## src/rtl/sweep_tuning_ctrl_pkg.sv

```systemverilog
// Shared encodings and default widths for the sweep tuning controller.
// Imported by the interface, the dwell timer and the sweep controller top.
package sweep_tuning_ctrl_pkg;

    localparam int DEF_PHASE_WIDTH = 32;
    localparam int DEF_DWELL_WIDTH = 16;

    localparam logic [1:0] ST_IDLE = 2'd0;
    localparam logic [1:0] ST_RUN  = 2'd1;
    localparam logic [1:0] ST_HOLD = 2'd2;

    typedef enum logic [1:0] {
        IDLE = ST_IDLE,
        RUN  = ST_RUN,
        HOLD = ST_HOLD
    } state_t;

    typedef enum logic {
        DIR_UP = 1'b0,
        DIR_DN = 1'b1
    } dir_t;

endpackage

```

## src/rtl/sweep_tuning_ctrl_if.sv

```systemverilog
// Command/status bundle between the sequencer (master) and the sweep
// controller (slave).
interface sweep_tuning_ctrl_if
    import sweep_tuning_ctrl_pkg::*;
#(
    parameter int PHASE_WIDTH = DEF_PHASE_WIDTH,
    parameter int DWELL_WIDTH = DEF_DWELL_WIDTH
);

    logic                   start;
    logic                   abort;
    logic                   loop_en;
    logic [PHASE_WIDTH-1:0] f_start;
    logic [PHASE_WIDTH-1:0] f_stop;
    logic [PHASE_WIDTH-1:0] f_step;
    logic [DWELL_WIDTH-1:0] dwell;
    logic [PHASE_WIDTH-1:0] phase_inc;
    logic                   busy;
    logic                   done;

    modport master (
        output start, abort, loop_en,
        output f_start, f_stop, f_step, dwell,
        input  phase_inc, busy, done
    );

    modport slave (
        input  start, abort, loop_en,
        input  f_start, f_stop, f_step, dwell,
        output phase_inc, busy, done
    );

endinterface

```

## src/rtl/sweep_dwell_timer.sv

```systemverilog
// Per-step dwell counter: counts 0..limit while enabled and flags the
// terminal count, wrapping back to 0 on that cycle.
module sweep_dwell_timer #(
    parameter int WIDTH = 16
) (
    input  logic             clk,
    input  logic             rst_n,
    input  logic             load,
    input  logic             en,
    input  logic [WIDTH-1:0] limit,
    output logic             tc
);

    localparam logic [WIDTH-1:0] ONE = WIDTH'(1);

    logic [WIDTH-1:0] cnt;

    assign tc = (cnt == limit);

    always_ff @(posedge clk or negedge rst_n) begin
        if (!rst_n) begin
            cnt <= '0;
        end else if (load) begin
            cnt <= '0;
        end else if (en) begin
            cnt <= tc ? '0 : cnt + ONE;
        end
    end

endmodule

```

## src/rtl/sweep_tuning_ctrl.sv

```systemverilog
// Linear frequency sweep controller producing the accumulator tuning word.
// Define SWEEP_TRIANGLE_EN for up/down (triangle) looping instead of sawtooth.
module sweep_tuning_ctrl
    import sweep_tuning_ctrl_pkg::*;
#(
    parameter int PHASE_WIDTH = DEF_PHASE_WIDTH,
    parameter int DWELL_WIDTH = DEF_DWELL_WIDTH
) (
    input logic               clk,
    input logic               rst_n,
    sweep_tuning_ctrl_if.slave bus
);

    localparam int PW = PHASE_WIDTH;

    state_t                 state;
    logic [PW-1:0]          phase_q;
    logic [PW-1:0]          f_start_s;
    logic [PW-1:0]          f_stop_s;
    logic [PW-1:0]          f_step_s;
    logic [DWELL_WIDTH-1:0] dwell_s;
    logic                   loop_s;
    logic                   degen_s;
    logic                   busy_q;
    logic                   done_q;

    logic                   go;
    logic                   tc;
    logic                   at_stop;
    logic [PW:0]            up_sum;
    logic [PW-1:0]          up_val;

    assign go = bus.start && !bus.abort && (state != RUN);

    // Extra carry bit makes an overflowing step compare above f_stop.
    assign up_sum  = {1'b0, phase_q} + {1'b0, f_step_s};
    assign up_val  = (up_sum > {1'b0, f_stop_s}) ? f_stop_s : up_sum[PW-1:0];
    assign at_stop = degen_s || (phase_q == f_stop_s);

`ifdef SWEEP_TRIANGLE_EN
    dir_t          dir;
    logic [PW:0]   dn_diff;
    logic [PW-1:0] dn_val;

    assign dn_diff = {1'b0, phase_q} - {1'b0, f_step_s};
    assign dn_val  = (dn_diff[PW] || dn_diff[PW-1:0] < f_start_s)
                   ? f_start_s : dn_diff[PW-1:0];
`endif

    sweep_dwell_timer #(
        .WIDTH(DWELL_WIDTH)
    ) u_timer (
        .clk  (clk),
        .rst_n(rst_n),
        .load (go || bus.abort),
        .en   (state == RUN),
        .limit(dwell_s),
        .tc   (tc)
    );

    always_ff @(posedge clk or negedge rst_n) begin
        if (!rst_n) begin
            state     <= IDLE;
            phase_q   <= '0;
            f_start_s <= '0;
            f_stop_s  <= '0;
            f_step_s  <= '0;
            dwell_s   <= '0;
            loop_s    <= 1'b0;
            degen_s   <= 1'b0;
            busy_q    <= 1'b0;
            done_q    <= 1'b0;
`ifdef SWEEP_TRIANGLE_EN
            dir       <= DIR_UP;
`endif
        end else begin
            done_q <= 1'b0;
            if (bus.abort) begin
                state   <= IDLE;
                phase_q <= '0;
                busy_q  <= 1'b0;
`ifdef SWEEP_TRIANGLE_EN
                dir     <= DIR_UP;
`endif
            end else if (go) begin
                state     <= RUN;
                f_start_s <= bus.f_start;
                f_stop_s  <= bus.f_stop;
                f_step_s  <= bus.f_step;
                dwell_s   <= bus.dwell;
                loop_s    <= bus.loop_en;
                degen_s   <= (bus.f_step == '0) || (bus.f_start >= bus.f_stop);
                phase_q   <= bus.f_start;
                busy_q    <= 1'b1;
`ifdef SWEEP_TRIANGLE_EN
                dir       <= DIR_UP;
`endif
            end else if (state == RUN && tc) begin
`ifdef SWEEP_TRIANGLE_EN
                if (!degen_s && dir == DIR_DN) begin
                    if (phase_q == f_start_s) begin
                        dir     <= DIR_UP;
                        phase_q <= up_val;
                    end else begin
                        phase_q <= dn_val;
                    end
                end else
`endif
                if (at_stop) begin
                    if (!loop_s) begin
                        state  <= HOLD;
                        busy_q <= 1'b0;
                        done_q <= 1'b1;
                    end
`ifdef SWEEP_TRIANGLE_EN
                    else if (degen_s) begin
                        phase_q <= f_start_s;
                    end else begin
                        dir     <= DIR_DN;
                        phase_q <= dn_val;
                    end
`else
                    else begin
                        phase_q <= f_start_s;
                    end
`endif
                end else begin
                    phase_q <= up_val;
                end
            end
        end
    end

    assign bus.phase_inc = phase_q;
    assign bus.busy      = busy_q;
    assign bus.done      = done_q;

endmodule

```

## src/flat_wrapper.sv

```systemverilog
// flat-port wrapper written by rule: the top's interface ports become plain ports
module sweep_tuning_ctrl_flat import sweep_tuning_ctrl_pkg::*;
#(
    parameter int PHASE_WIDTH = DEF_PHASE_WIDTH,
    parameter int DWELL_WIDTH = DEF_DWELL_WIDTH
)
  (clk, rst_n, bus_start, bus_abort, bus_loop_en, bus_f_start, bus_f_stop, bus_f_step, bus_dwell, bus_phase_inc, bus_busy, bus_done);
  sweep_tuning_ctrl_if #(.PHASE_WIDTH(PHASE_WIDTH), .DWELL_WIDTH(DWELL_WIDTH)) bus_i ();
  input logic clk;
  input logic rst_n;
  input wire logic [$bits(bus_i.start)-1:0] bus_start;
  input wire logic [$bits(bus_i.abort)-1:0] bus_abort;
  input wire logic [$bits(bus_i.loop_en)-1:0] bus_loop_en;
  input wire logic [$bits(bus_i.f_start)-1:0] bus_f_start;
  input wire logic [$bits(bus_i.f_stop)-1:0] bus_f_stop;
  input wire logic [$bits(bus_i.f_step)-1:0] bus_f_step;
  input wire logic [$bits(bus_i.dwell)-1:0] bus_dwell;
  output wire logic [$bits(bus_i.phase_inc)-1:0] bus_phase_inc;
  output wire logic [$bits(bus_i.busy)-1:0] bus_busy;
  output wire logic [$bits(bus_i.done)-1:0] bus_done;
  assign bus_i.start = bus_start;
  assign bus_i.abort = bus_abort;
  assign bus_i.loop_en = bus_loop_en;
  assign bus_i.f_start = bus_f_start;
  assign bus_i.f_stop = bus_f_stop;
  assign bus_i.f_step = bus_f_step;
  assign bus_i.dwell = bus_dwell;
  assign bus_phase_inc = bus_i.phase_inc;
  assign bus_busy = bus_i.busy;
  assign bus_done = bus_i.done;
  sweep_tuning_ctrl #(.PHASE_WIDTH(PHASE_WIDTH), .DWELL_WIDTH(DWELL_WIDTH)) u_core (.clk(clk), .rst_n(rst_n), .bus(bus_i));
endmodule
```

## config.mk

```make
export PLATFORM = sky130hd
export DESIGN_NAME = sweep_tuning_ctrl_flat
export DESIGN_NICKNAME = d
export VERILOG_FILES = /design/src/rtl/sweep_tuning_ctrl_pkg.sv /design/src/rtl/sweep_tuning_ctrl_if.sv /design/src/rtl/sweep_dwell_timer.sv /design/src/rtl/sweep_tuning_ctrl.sv /design/src/flat_wrapper.sv
export SDC_FILE = /design/constraint.sdc
export NUM_CORES = 1
export LEC_CHECK = 0
export ABC_CLOCK_PERIOD_IN_PS = 4300
export CAP_MARGIN = 20
export CORE_AREA = 2 2 154 156
export DETAILED_ROUTE_END_ITERATION = 6
export DIE_AREA = 0 0 156 158
export GPL_ROUTABILITY_DRIVEN = 0
export MAX_ROUTING_LAYER = met4
export PLACE_DENSITY = 0.76
export SLEW_MARGIN = 40
export SYNTH_ARGS = -nofsm -noshare
export SYNTH_HDL_FRONTEND = slang
export SYNTH_HIERARCHICAL = 1
export SYNTH_SLANG_ARGS = --single-unit
```

## constraint.sdc

```tcl
create_clock -name clk -period 4.3 [get_ports clk]
set_input_delay 0.86 -clock clk [delete_from_list [all_inputs] [get_ports clk]]
set_output_delay 0.86 -clock clk [all_outputs]
set_load 0.1 [all_outputs]
```

**Sizing map**

(2 px per micron)
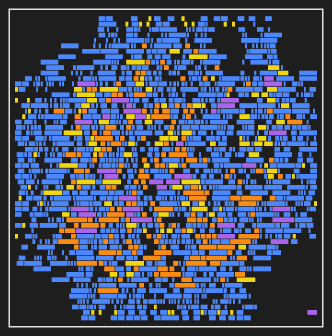
| size | colour | cells | most used |
|---|---|---|---|
| x1 and smaller | blue | 1261 | nand2_1 |
| x2 | yellow | 114 | buf_2 |
| x3 and x4 | orange | 177 | buf_4 |
| x6 and larger | purple | 34 | clkbuf_16 |

**Routing congestion map**

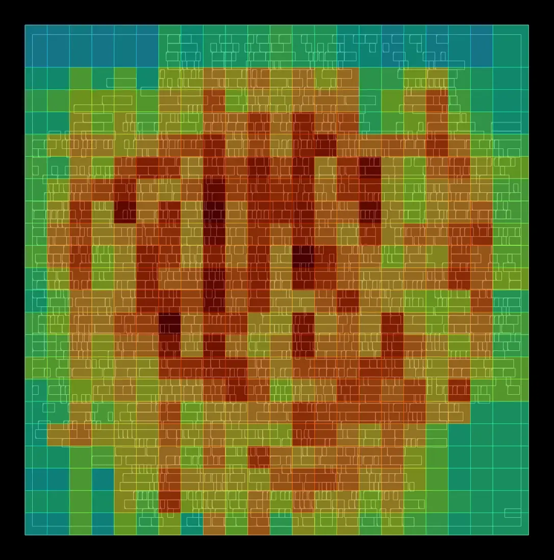
most heavily used metal layer in global routing: met2
Global Route met3 Usage: 4.19%
routed wirelength normalized by instance count: 19.3 microns
met1 track demand over resource: 38.8%
GR Util met2: 49.4%

**Zoomed window**

Region (26, 106) to (51, 131) microns. Cells in grey, sequential cells in the stronger grey; small squares are vias.
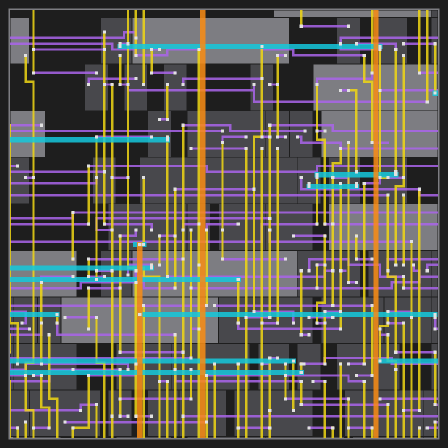
| layer | colour |
|---|---|
| M2 | yellow |
| M3 | cyan |
| M1 | purple |
| M4 | orange |
cells with their middle in the window: 47
most frequent: nand2_1 (12), buf_4 (4), dfrtp_1 (4)
netlist names of flops here include: u_core/bus.phase_inc (3), u_core/f_stop_s (2)
sequential cells in the window: 6

**Cell classes on the final placement**

(2 px per micron)
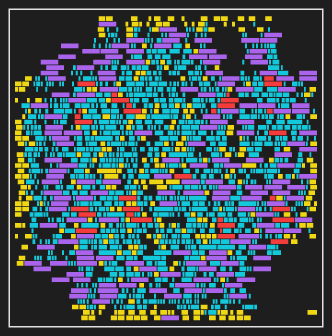
| class | colour | cells | share of their area |
|---|---|---|---|
| remaining logic cells | cyan | 1108 | 51% |
| sequential cells | purple | 165 | 29% |
| remaining buffers and delay cells | yellow | 281 | 16% |
| clock drivers and dummy loads | red | 32 | 4.2% |

**Signal wires on met1**

(3 px per micron)
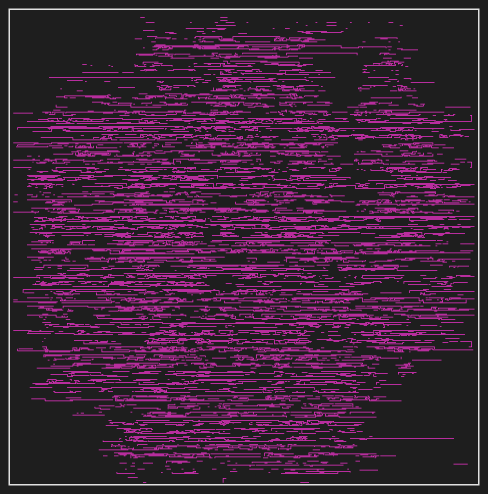
longest straight run: 66.7 microns
share of all routed wire: 42%

==> PnR_summary.wiki <==
== Metrics ==
{| class="wikitable"
! Metric !! Value
|-
| Finish-stage setup viols || 32
|-
| Launching point of the worst reg2reg path || u_core/bus.phase_inc[1]
|-
| Placeable Area || 23100 sq um
|-
| Least setup slack across all paths after layout || -0.421 ns
|-
| Count of nets left with antenna violations after detail routing || 0
|-
| Result of the run || finished, violations left
|-
| Fraction of the core area covered by cells at the end of the flow || 65.0%
|-
| Part of the Yosys area used for sequential elements || 36.4%
|-
| Largest family of logic cells by area || simple AND/OR/NAND/NOR gates
|-
| Most common cell after layout, fill and taps aside || sky130_fd_sc_hd__nand2_1
|-
| Fraction of final layout cells sized beyond drive strength 1 || 20.5%
|-
| Largest buffer count on any clock path || 2
|-
| Final routed DRC violation total || 0
|-
| Violated checks || negative setup slack
|-
| Root buffer cell || sky130_fd_sc_hd__clkbuf_16
|-
| Yosys warns || 6
|-
| Number of OpenROAD warnings || 31
|-
| Multiplexer share || 4.90%
|-
| Critical path startpoint || u_core/bus.phase_inc[1]
|-
| Number of vias per cell after detailed routing || 5.85
|-
| Register fraction of the total cell area || 28.0%
|-
| Yosys cell count || 1331
|-
| Top cells by area || sky130_fd_sc_hd__dfrtp_1, sky130_fd_sc_hd__nand2_1, sky130_fd_sc_hd__ha_1
|-
| Final Hold Violation Tally || 0
|-
| Hold slack || 0.473 ns
|-
| Synth-to-layout area growth || 31.9%
|-
| Final Cycle Share || 110%
|}
